Fig. 1: routing congestion map
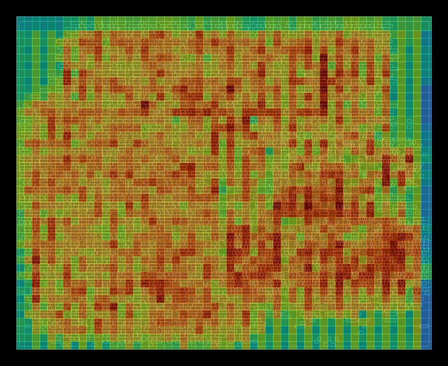
Fig. 2: signal wires on met1
Scale bar: 100 um.
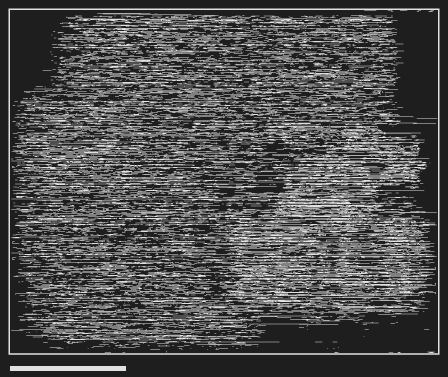
Fig. 3: wire density map
Scale bar: 100 um. The die is cut into 37 by 30 equal tiles; black is low, pale yellow is high, scaled to the fullest tile. Values are wire area over tile area, all layers added.
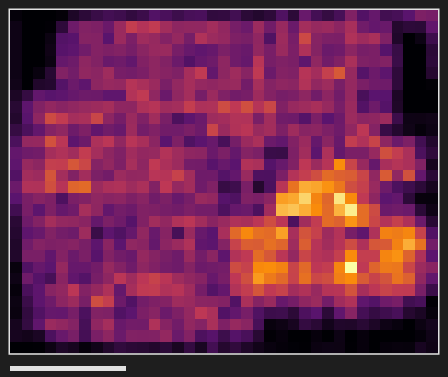
<file path="config.mk">
export PLATFORM = sky130hd
export DESIGN_NAME = store_buffer_flat
export DESIGN_NICKNAME = d
export VERILOG_FILES = /design/src/rtl/store_buffer_pkg.sv /design/src/rtl/store_buffer_if.sv /design/src/rtl/store_buffer_forward.sv /design/src/rtl/store_buffer.sv /design/src/flat_wrapper.sv
export SDC_FILE = /design/constraint.sdc
export NUM_CORES = 2
export LEC_CHECK = 0
export CORE_ASPECT_RATIO = 0.8
export CORE_MARGIN = 2
export CORE_UTILIZATION = 60
export CTS_BUF_LIST = sky130_fd_sc_hd__clkbuf_8 sky130_fd_sc_hd__clkbuf_16
export CTS_CLUSTER_DIAMETER = 60
export CTS_CLUSTER_SIZE = 10
export DETAILED_ROUTE_END_ITERATION = 8
export PLACE_DENSITY = 0.8
export SLEW_MARGIN = 20
export SYNTH_ARGS = -nofsm -noshare
export SYNTH_HDL_FRONTEND = slang
export SYNTH_HIERARCHICAL = 1
export SYNTH_SLANG_ARGS = --single-unit
</file>
<file path="constraint.sdc">
create_clock -name clk -period 29.6 [get_ports clk]
set_input_delay 5.92 -clock clk [delete_from_list [all_inputs] [get_ports clk]]
set_output_delay 5.92 -clock clk [all_outputs]
set_load 0.02 [all_outputs]
</file>
<file path="src/rtl/store_buffer_pkg.sv">
// ============================================================================
// Module      : store_buffer_pkg
// Description : Shared widths, entry/commit types and pointer helper for the
//               store buffer.
// Revision    : 1.0 - initial release
// ============================================================================
`default_nettype none

`ifndef ADDR_WIDTH
`define ADDR_WIDTH 32
`endif
`ifndef SIZE_WIDTH
`define SIZE_WIDTH 3
`endif
`ifndef ROB_ID_WIDTH
`define ROB_ID_WIDTH 7
`endif
`ifndef STORE_BUFFER_SIZE
`define STORE_BUFFER_SIZE 16
`endif
`ifndef COMMIT_WIDTH
`define COMMIT_WIDTH 4
`endif

package store_buffer_pkg;

  localparam int ADDR_WIDTH        = `ADDR_WIDTH;
  localparam int SIZE_WIDTH        = `SIZE_WIDTH;
  localparam int ROB_ID_WIDTH      = `ROB_ID_WIDTH;
  localparam int STORE_BUFFER_SIZE = `STORE_BUFFER_SIZE;
  localparam int COMMIT_WIDTH      = `COMMIT_WIDTH;

  localparam int BUS_DATA_WIDTH  = 32;
  localparam int REG_DATA_WIDTH  = 32;
  localparam int BUS_BYTES       = BUS_DATA_WIDTH / 8;
  localparam int STBUF_PTR_WIDTH = $clog2(STORE_BUFFER_SIZE);
  localparam int STBUF_CNT_WIDTH = $clog2(STORE_BUFFER_SIZE + 1);

  typedef struct packed {
    logic                                      enable;
    logic                                      flush;
    logic [COMMIT_WIDTH-1:0][ROB_ID_WIDTH-1:0] committed_rob_id;
    logic [COMMIT_WIDTH-1:0]                   committed_rob_id_valid;
  } commit_feedback_pack_t;

  typedef struct packed {
    logic [ROB_ID_WIDTH-1:0]   rob_id;
    logic [ADDR_WIDTH-1:0]     addr;
    logic [SIZE_WIDTH-1:0]     size;
    logic [REG_DATA_WIDTH-1:0] data;
    logic                      committed;
  } store_buffer_item_t;

  // Ring arithmetic that stays correct for entry counts that are not powers of two.
  function automatic logic [STBUF_PTR_WIDTH-1:0] ptr_add(input logic [STBUF_PTR_WIDTH-1:0] ptr,
                                                         input int off);
    int sum;
    sum = int'(ptr) + off;
    return STBUF_PTR_WIDTH'(sum % STORE_BUFFER_SIZE);
  endfunction

endpackage

`default_nettype wire

</file>
<file path="src/rtl/store_buffer_if.sv">
// ============================================================================
// Module      : store_buffer_if
// Description : Data-bus read and write channels between store buffer and bus.
// Revision    : 1.0 - initial release
// ============================================================================
`default_nettype none

interface store_buffer_if;
  import store_buffer_pkg::*;

  logic [ADDR_WIDTH-1:0]     stbuf_bus_read_addr;
  logic [SIZE_WIDTH-1:0]     stbuf_bus_read_size;
  logic                      stbuf_bus_read_req;
  logic [ADDR_WIDTH-1:0]     stbuf_bus_write_addr;
  logic [SIZE_WIDTH-1:0]     stbuf_bus_write_size;
  logic [BUS_DATA_WIDTH-1:0] stbuf_bus_data;
  logic                      stbuf_bus_write_req;
  logic [BUS_DATA_WIDTH-1:0] bus_stbuf_data;
  logic                      bus_stbuf_read_ack;
  logic                      bus_stbuf_write_ack;

  modport master (
    output stbuf_bus_read_addr, stbuf_bus_read_size, stbuf_bus_read_req,
    output stbuf_bus_write_addr, stbuf_bus_write_size, stbuf_bus_data, stbuf_bus_write_req,
    input  bus_stbuf_data, bus_stbuf_read_ack, bus_stbuf_write_ack
  );

  modport slave (
    input  stbuf_bus_read_addr, stbuf_bus_read_size, stbuf_bus_read_req,
    input  stbuf_bus_write_addr, stbuf_bus_write_size, stbuf_bus_data, stbuf_bus_write_req,
    output bus_stbuf_data, bus_stbuf_read_ack, bus_stbuf_write_ack
  );

endinterface

`default_nettype wire

</file>
<file path="src/rtl/store_buffer_forward.sv">
// ============================================================================
// Module      : store_buffer_forward
// Description : Combinational little-endian byte merge of buffered stores over
//               the latched 4-byte read window (used when STORE_BUFFER_FORWARD_EN).
// Revision    : 1.0 - initial release
// ============================================================================
`default_nettype none

module store_buffer_forward
  import store_buffer_pkg::*;
(
  input  logic [STORE_BUFFER_SIZE-1:0][ADDR_WIDTH-1:0]     i_entry_addr,
  input  logic [STORE_BUFFER_SIZE-1:0][SIZE_WIDTH-1:0]     i_entry_size,
  input  logic [STORE_BUFFER_SIZE-1:0][REG_DATA_WIDTH-1:0] i_entry_data,
  input  logic [STBUF_PTR_WIDTH-1:0]                       i_head,
  input  logic [STBUF_CNT_WIDTH-1:0]                       i_count,
  input  logic [ADDR_WIDTH-1:0]                            i_read_addr,
  input  logic [BUS_DATA_WIDTH-1:0]                        i_bus_data,
  output logic [BUS_DATA_WIDTH-1:0]                        o_feedback
);

  logic [STBUF_PTR_WIDTH-1:0] w_idx;
  logic [ADDR_WIDTH-1:0]      w_byte_addr;
  logic [ADDR_WIDTH-1:0]      w_diff;

  // Walk oldest to youngest so the youngest overlapping store lands last.
  always_comb begin
    o_feedback  = i_bus_data;
    w_idx       = '0;
    w_byte_addr = '0;
    w_diff      = '0;
    for (int i = 0; i < STORE_BUFFER_SIZE; i++) begin
      w_idx = ptr_add(i_head, i);
      for (int k = 0; k < BUS_BYTES; k++) begin
        w_byte_addr = i_read_addr + ADDR_WIDTH'(k);
        w_diff      = w_byte_addr - i_entry_addr[w_idx];
        if ((i < int'(i_count)) && (w_diff < ADDR_WIDTH'(i_entry_size[w_idx]))) begin
          o_feedback[8*k +: 8] = i_entry_data[w_idx][8*w_diff[1:0] +: 8];
        end
      end
    end
  end

endmodule

`default_nettype wire

</file>
<file path="src/rtl/store_buffer.sv">
// ============================================================================
// Module      : store_buffer
// Description : In-order store buffer with commit, flush, bus drain and load
//               forwarding (forwarding built only with STORE_BUFFER_FORWARD_EN).
// Revision    : 1.0 - initial release
// ============================================================================
`default_nettype none

module store_buffer
  import store_buffer_pkg::*;
(
  input  logic                      clk,
  input  logic                      rst_n,
  input  logic [ADDR_WIDTH-1:0]     issue_stbuf_read_addr,
  input  logic [SIZE_WIDTH-1:0]     issue_stbuf_read_size,
  input  logic                      issue_stbuf_rd,
  output logic [BUS_DATA_WIDTH-1:0] stbuf_exlsu_bus_data,
  output logic [BUS_DATA_WIDTH-1:0] stbuf_exlsu_bus_data_feedback,
  output logic                      stbuf_exlsu_bus_ready,
  input  logic [ROB_ID_WIDTH-1:0]   exlsu_stbuf_rob_id,
  input  logic [ADDR_WIDTH-1:0]     exlsu_stbuf_write_addr,
  input  logic [SIZE_WIDTH-1:0]     exlsu_stbuf_write_size,
  input  logic [REG_DATA_WIDTH-1:0] exlsu_stbuf_write_data,
  input  logic                      exlsu_stbuf_push,
  output logic                      stbuf_exlsu_full,
  output logic                      stbuf_all_empty,
  store_buffer_if.master            bus,
  input  commit_feedback_pack_t     commit_feedback_pack
);

  store_buffer_item_t [STORE_BUFFER_SIZE-1:0] r_items;
  logic [STBUF_PTR_WIDTH-1:0] r_head;
  logic [STBUF_PTR_WIDTH-1:0] r_tail;
  logic [STBUF_CNT_WIDTH-1:0] r_count;

  logic [STORE_BUFFER_SIZE-1:0] w_commit_hit;
  logic [STORE_BUFFER_SIZE-1:0] w_committed_next;
  logic [STBUF_CNT_WIDTH-1:0]   w_keep;
  logic                         w_run;
  logic                         w_flush;
  logic                         w_push;
  logic                         w_pop;

  assign w_flush          = commit_feedback_pack.enable & commit_feedback_pack.flush;
  assign stbuf_exlsu_full = (r_count == STBUF_CNT_WIDTH'(STORE_BUFFER_SIZE));
  assign stbuf_all_empty  = (r_count == '0);
  assign w_push           = exlsu_stbuf_push & ~stbuf_exlsu_full & ~w_flush;
  assign w_pop            = bus.stbuf_bus_write_req & bus.bus_stbuf_write_ack;

  assign bus.stbuf_bus_write_req  = ~stbuf_all_empty & r_items[r_head].committed & ~w_flush;
  assign bus.stbuf_bus_write_addr = r_items[r_head].addr;
  assign bus.stbuf_bus_write_size = r_items[r_head].size;
  assign bus.stbuf_bus_data       = r_items[r_head].data;

  always_comb begin
    w_commit_hit     = '0;
    w_committed_next = '0;
    for (int i = 0; i < STORE_BUFFER_SIZE; i++) begin
      for (int j = 0; j < COMMIT_WIDTH; j++) begin
        if (commit_feedback_pack.enable && commit_feedback_pack.committed_rob_id_valid[j] &&
            (commit_feedback_pack.committed_rob_id[j] == r_items[i].rob_id)) begin
          w_commit_hit[i] = 1'b1;
        end
      end
      w_committed_next[i] = r_items[i].committed | w_commit_hit[i];
    end
  end

  // Flush keeps the run of committed entries starting at the head.
  always_comb begin
    w_keep = '0;
    w_run  = 1'b1;
    for (int i = 0; i < STORE_BUFFER_SIZE; i++) begin
      if (w_run && (i < int'(r_count)) && w_committed_next[ptr_add(r_head, i)]) begin
        w_keep = w_keep + STBUF_CNT_WIDTH'(1);
      end else begin
        w_run = 1'b0;
      end
    end
  end

  always_ff @(posedge clk or negedge rst_n) begin
    if (!rst_n) begin
      r_items <= '0;
      r_head  <= '0;
      r_tail  <= '0;
      r_count <= '0;
    end else begin
      for (int i = 0; i < STORE_BUFFER_SIZE; i++) begin
        if (w_commit_hit[i]) r_items[i].committed <= 1'b1;
      end
      if (w_push) begin
        r_items[r_tail] <= '{rob_id:    exlsu_stbuf_rob_id,
                             addr:      exlsu_stbuf_write_addr,
                             size:      exlsu_stbuf_write_size,
                             data:      exlsu_stbuf_write_data,
                             committed: 1'b0};
      end
      if (w_flush) begin
        r_tail  <= ptr_add(r_head, int'(w_keep));
        r_count <= w_keep;
      end else begin
        if (w_push) r_tail <= ptr_add(r_tail, 1);
        if (w_pop)  r_head <= ptr_add(r_head, 1);
        r_count <= r_count + STBUF_CNT_WIDTH'(w_push) - STBUF_CNT_WIDTH'(w_pop);
      end
    end
  end

  assign bus.stbuf_bus_read_addr = issue_stbuf_read_addr;
  assign bus.stbuf_bus_read_size = issue_stbuf_read_size;
  assign bus.stbuf_bus_read_req  = issue_stbuf_rd;
  assign stbuf_exlsu_bus_ready   = bus.bus_stbuf_read_ack;
  assign stbuf_exlsu_bus_data    = bus.bus_stbuf_data;

`ifdef STORE_BUFFER_FORWARD_EN
  logic [ADDR_WIDTH-1:0] r_read_addr;
  logic [STORE_BUFFER_SIZE-1:0][ADDR_WIDTH-1:0]     w_fwd_addr;
  logic [STORE_BUFFER_SIZE-1:0][SIZE_WIDTH-1:0]     w_fwd_size;
  logic [STORE_BUFFER_SIZE-1:0][REG_DATA_WIDTH-1:0] w_fwd_data;

  always_ff @(posedge clk or negedge rst_n) begin
    if (!rst_n)              r_read_addr <= '0;
    else if (issue_stbuf_rd) r_read_addr <= issue_stbuf_read_addr;
  end

  for (genvar g = 0; g < STORE_BUFFER_SIZE; g++) begin : g_fwd_fields
    assign w_fwd_addr[g] = r_items[g].addr;
    assign w_fwd_size[g] = r_items[g].size;
    assign w_fwd_data[g] = r_items[g].data;
  end

  store_buffer_forward u_forward (
    .i_entry_addr (w_fwd_addr),
    .i_entry_size (w_fwd_size),
    .i_entry_data (w_fwd_data),
    .i_head       (r_head),
    .i_count      (r_count),
    .i_read_addr  (r_read_addr),
    .i_bus_data   (bus.bus_stbuf_data),
    .o_feedback   (stbuf_exlsu_bus_data_feedback)
  );
`else
  assign stbuf_exlsu_bus_data_feedback = bus.bus_stbuf_data;
`endif

endmodule

`default_nettype wire

</file>
<file path="src/flat_wrapper.sv">
// flat-port wrapper written by rule: the top's interface ports become plain ports
module store_buffer_flat import store_buffer_pkg::*;
  (clk, rst_n, issue_stbuf_read_addr, issue_stbuf_read_size, issue_stbuf_rd, stbuf_exlsu_bus_data, stbuf_exlsu_bus_data_feedback, stbuf_exlsu_bus_ready, exlsu_stbuf_rob_id, exlsu_stbuf_write_addr, exlsu_stbuf_write_size, exlsu_stbuf_write_data, exlsu_stbuf_push, stbuf_exlsu_full, stbuf_all_empty, commit_feedback_pack, bus_stbuf_bus_read_addr, bus_stbuf_bus_read_size, bus_stbuf_bus_read_req, bus_stbuf_bus_write_addr, bus_stbuf_bus_write_size, bus_stbuf_bus_data, bus_stbuf_bus_write_req, bus_bus_stbuf_data, bus_bus_stbuf_read_ack, bus_bus_stbuf_write_ack);
  store_buffer_if bus_i ();
  input  logic clk;
  input  logic rst_n;
  input  logic [ADDR_WIDTH-1:0] issue_stbuf_read_addr;
  input  logic [SIZE_WIDTH-1:0] issue_stbuf_read_size;
  input  logic issue_stbuf_rd;
  output logic [BUS_DATA_WIDTH-1:0] stbuf_exlsu_bus_data;
  output logic [BUS_DATA_WIDTH-1:0] stbuf_exlsu_bus_data_feedback;
  output logic stbuf_exlsu_bus_ready;
  input  logic [ROB_ID_WIDTH-1:0] exlsu_stbuf_rob_id;
  input  logic [ADDR_WIDTH-1:0] exlsu_stbuf_write_addr;
  input  logic [SIZE_WIDTH-1:0] exlsu_stbuf_write_size;
  input  logic [REG_DATA_WIDTH-1:0] exlsu_stbuf_write_data;
  input  logic exlsu_stbuf_push;
  output logic stbuf_exlsu_full;
  output logic stbuf_all_empty;
  input  commit_feedback_pack_t commit_feedback_pack;
  output wire logic [$bits(bus_i.stbuf_bus_read_addr)-1:0] bus_stbuf_bus_read_addr;
  output wire logic [$bits(bus_i.stbuf_bus_read_size)-1:0] bus_stbuf_bus_read_size;
  output wire logic [$bits(bus_i.stbuf_bus_read_req)-1:0] bus_stbuf_bus_read_req;
  output wire logic [$bits(bus_i.stbuf_bus_write_addr)-1:0] bus_stbuf_bus_write_addr;
  output wire logic [$bits(bus_i.stbuf_bus_write_size)-1:0] bus_stbuf_bus_write_size;
  output wire logic [$bits(bus_i.stbuf_bus_data)-1:0] bus_stbuf_bus_data;
  output wire logic [$bits(bus_i.stbuf_bus_write_req)-1:0] bus_stbuf_bus_write_req;
  input wire logic [$bits(bus_i.bus_stbuf_data)-1:0] bus_bus_stbuf_data;
  input wire logic [$bits(bus_i.bus_stbuf_read_ack)-1:0] bus_bus_stbuf_read_ack;
  input wire logic [$bits(bus_i.bus_stbuf_write_ack)-1:0] bus_bus_stbuf_write_ack;
  assign bus_stbuf_bus_read_addr = bus_i.stbuf_bus_read_addr;
  assign bus_stbuf_bus_read_size = bus_i.stbuf_bus_read_size;
  assign bus_stbuf_bus_read_req = bus_i.stbuf_bus_read_req;
  assign bus_stbuf_bus_write_addr = bus_i.stbuf_bus_write_addr;
  assign bus_stbuf_bus_write_size = bus_i.stbuf_bus_write_size;
  assign bus_stbuf_bus_data = bus_i.stbuf_bus_data;
  assign bus_stbuf_bus_write_req = bus_i.stbuf_bus_write_req;
  assign bus_i.bus_stbuf_data = bus_bus_stbuf_data;
  assign bus_i.bus_stbuf_read_ack = bus_bus_stbuf_read_ack;
  assign bus_i.bus_stbuf_write_ack = bus_bus_stbuf_write_ack;
  store_buffer u_core (.clk(clk), .rst_n(rst_n), .issue_stbuf_read_addr(issue_stbuf_read_addr), .issue_stbuf_read_size(issue_stbuf_read_size), .issue_stbuf_rd(issue_stbuf_rd), .stbuf_exlsu_bus_data(stbuf_exlsu_bus_data), .stbuf_exlsu_bus_data_feedback(stbuf_exlsu_bus_data_feedback), .stbuf_exlsu_bus_ready(stbuf_exlsu_bus_ready), .exlsu_stbuf_rob_id(exlsu_stbuf_rob_id), .exlsu_stbuf_write_addr(exlsu_stbuf_write_addr), .exlsu_stbuf_write_size(exlsu_stbuf_write_size), .exlsu_stbuf_write_data(exlsu_stbuf_write_data), .exlsu_stbuf_push(exlsu_stbuf_push), .stbuf_exlsu_full(stbuf_exlsu_full), .stbuf_all_empty(stbuf_all_empty), .bus(bus_i), .commit_feedback_pack(commit_feedback_pack));
endmodule
</file>
==> ci_impl_report.md <==
## PnR job results

| Metric | Value |
|---|---|
| Tap cells | roughly 1400 |
| Worst-Margin Slew | 1170 ps |
| Clk latency late pin | just under 800 ps |
| Area share, top type | 0.477 |
| Most used cell, CP | ha_1 |
| Synth cell types | between 90 and 100 |
| Tcrit/Tclk final | 0.625 |
| Status | completed |
| Initial core utilization | 0.607 |
| OpenROAD warning count | 51 |
| GRT Max-Usage Layer | met2 |
| Dominant flop cell | dfrtp_1 |
| Number of diodes | 4 |
| Drt drc | 0 |
| Final Cell Area | 69300 um^2 |
| Setup TNS | 0 ps |
| Async set-reset flop share out of synthesis | 1.00 |
| Layout Skew | about 37 ps |
| Count of non-CTS buffers in the layout | approximately 280 |
| Met1 WL | 72.2 mm |
| VDD IR max | 0.0949 mV |
| Syn Nets | 4851 |
| CTS H-tree lvls | 4 |
| Vias | between 30000 and 40000 |
| CTS buffer count | roughly 140 |
| FILL cells | 7360 |
| Met2 Routed Length | 78.8 mm |
| Kind of cell adding the most delay to the critical path | adder cells |
| # IOs | 352 |
| Die area | ~110000 um^2 |
| Non-clock buffer share | 0.0377 |
| Storage element area | 30400 um^2 |
| Final hold vios | 0 |
| Layout net count | 4695 |
| Synthesized area per cell | about 14 um^2 |
| Leakage | slightly below 30 nW |
| Number of global-route vias before repair | 41100 |
| Post-CTS setup buffer count | 0 |
| Worst slew margin | 0.223 |
| Yosys Instances | 4629 |
| Register bit total from synthesis | 1213 |
| Initial DRC Count | 3628 |
| Crit path buffers/inverters | 4 |
| Post-Syn Instances | 4629 |
| I/O Buffers | 181 |
| Max-slew violations | 0 |
| CTS sink cnt | 1213 |
| WL final | 168 mm |
| Hold_buf cts | 0 |
| Post-placement cell area | 65300 um^2 |
| Number of synthesized flops with an enable pin | 0 |
| Min cycle time layout | 18500 ps |
| Post-synth top area cell | dfrtp_1 |
| Core footprint | 105000 um^2 |
| Post-CTS sizing | 0 |
| Flops | 1213 |
| Combinational share of cell area | 0.440 |
| Dominant kind of cell | combinational gates |
| First-pass GRT wire length | 259 mm |
| Critical Path End Type | register |
| Antenna Nets Post-Route | 0 |
| Crit path largest cell delay | between 800 and 900 ps |
| Max Cap Viol | 0 |
| WS Path Type | in2reg |
| FP Rows | 106 |
| Gpl congestion | 1.00 |
| TritonRoute pass-1 iters | 6 |
| Clock-cell share of area | 0.0573 |
| Area growth syn-to-layout | 8.97% |
| Post-DR vias/cell | between 6 and 7 |
| WL per Instance | 28.5 um |
| Fraction of area in registers | 0.438 |
| CP required | 30200 ps |
| Nonclk inv count | 38 |
| Initial antenna violation count | 10 |
| Comb gate area | roughly 30000 um^2 |
| Synth warn | 6 |
| CP max stage cell | a21oi_1 |
| Largest net degree at the start of global routing | 192 |
| Main area contributors | dfrtp_1, mux2_2, mux4_2 |
| Worst-path clk slew | 60 ps |
| Crit path DAT | 19090 ps |
| Fmax | about 54 MHz |
| Wire length on met3 | 12.3 mm |
| HPWL Detailed | between 90 and 100 mm |
| Chip width | 368 um |
| Max layer used | met5 |
| Share of layout cells above drive strength 1 | 0.411 |
| Cell area after synthesis | around 64000 um^2 |
| Pwr per Cell Area | roughly 120 nW/um^2 |
| CTS Root Cell | clkbuf_16 |
| Post-synth seq share | 0.477 |
| Remaining Overflow, GRT | 0 |
| Global-route usage over all layers | 0.315 |
| Crit path launch type | primary input |
| HP Class | reg2reg |
| Number of multi-input logic gates | 2802 |
| Layout clock buffers | 145 |
| Crit-path max FO | 16 |
| Die height | around 300 um |
| Maximum root-to-sink buffer count | 3 |
| TritonCTS clock tree | done |
| Unrepaired setup endpoints after global routing | no |
| Finish-stage setup viols | 0 |
| Yosys Chip Area | between 60000 and 70000 um^2 |
Notes on Fig. 1 above:
utilization after layout: 0.662
grt met1 use: 0.449
grt met3 use: 0.0648
M2 GR Usage: 0.488

Notes on Fig. 2 above:
nets with wire on the layer = 4405
longest straight run = 86.0 um
wire length on this layer = 72.2 mm
main direction = horizontal

Notes on Fig. 3 above:
mean over tiles = 0.25
nearly empty tiles = 5.6%
fullest tile = 0.75
densest ninth of the die = right middle
tiles over half the peak = 14%

-- cells in the final DEF, fill, tap and decap left out, types with 6 or more instances in the layout --
master,instances
mux4_2,342
mux2_2,1190
nor2_4,12
xnor2_1,167
ha_1,39
or4_1,6
a221oi_1,6
and3_1,11
nand4_1,41
nor2_1,98
dfrtp_1,1210
or3_1,6
o21ai_0,21
clkdlybuf4s50_1,180
nand2_1,122
mux2i_1,9
a22oi_1,17
o22ai_1,6
and4_1,6
clkbuf_16,144
buf_4,87
and2_1,16
nor4_1,101
xor2_1,328
nand3_1,30
inv_1,38
a21oi_1,49
a31oi_1,7
nor3_1,30
nor2b_1,6
-- synth_stat cells, types with 21 or more instances --
| cell type | count |
|---|---|
| dfrtp_1 | 1213 |
| a21oi_1 | 49 |
| nand3_1 | 30 |
| buf_1 | 79 |
| clkbuf_2 | 21 |
| buf_2 | 51 |
| mux4_2 | 342 |
| nor3_1 | 34 |
| xnor2_1 | 167 |
| o21ai_0 | 22 |
| clkbuf_1 | 293 |
| nor4_1 | 101 |
| nand4_1 | 41 |
| inv_1 | 35 |
| mux2_2 | 1190 |
| nor2_1 | 110 |
| buf_4 | 126 |
| xor2_1 | 328 |
| ha_1 | 39 |
| nand2_1 | 122 |
-- final timing paths --
path / from / to / slack, ps / depth (start not counted)
setup / recovery: commit_feedback_pack[33] / u_core/r_tail[3] / 11100 / 57
hold / removal: u_core/r_items[1082] / u_core/r_items[1082] / 500 / 1
setup reg to reg: u_core/r_head[1] / u_core/r_tail[3] / 15160 / 58
hold reg to reg: u_core/r_items[1082] / u_core/r_items[1082] / 500 / 1
max in group asynchronous: rst_n / u_core/r_items[936] / 21480 / 4
min in group asynchronous: rst_n / u_core/r_items[73] / 5210 / 1
-- sequential cells by signal, indices dropped and copies added, names as in the netlist --
signal / count
u_core/r_head: 4
u_core/r_items: 1200
u_core/r_count: 5
u_core/r_tail: 4
-- power by group --
| group | internal [mW] | switching (mW) | total [mW] |
|---|---|---|---|
| logic | 1.90 | 1.71 | 3.61 |
| registers | 2.36 | 0.545 | 2.91 |
| clock network | 0.889 | 0.672 | 1.56 |
-- stage by stage --
step,hold slack [ps],instances,worst slack (ps),power [mW]
after floorplan,475,4629,12500,5.40
after global placement,484,5732,10890,6.38
after detailed placement,490,5732,10590,6.48
after CTS,502,5899,11340,8.08
after global routing,508,5904,10210,8.49
final,498,5904,11100,8.08
-- logic make-up (layout without fill, tap and decap cells) --
family,count (synthesis),after routing,share of synthesized area
buffers and inverters,614,481,0.0458
DFF,1213,1213,0.477
adders and majority gates,41,41,0.00830
other,0,4,0
xor gates and xnor gates,499,499,0.0695
and+or+nand+nor,521,521,0.0424
muxes,1541,1541,0.333
AOI/OAI and AO/OA,200,200,0.0239
-- worst register-to-register path: cells and delay by family (launching register included) --
| kind | cells | cell delay, ps |
|---|---|---|
| buffers and inverters | 5 | 1560 |
| adders and majority gates | 14 | 4540 |
| and+or+nand+nor | 13 | 1440 |
| AOI/OAI and AO/OA | 16 | 3610 |
| DFF | 1 | 1060 |
| muxes | 7 | 1490 |
| xor gates and xnor gates | 3 | 560 |
Power and IR drop assume default switching activity.
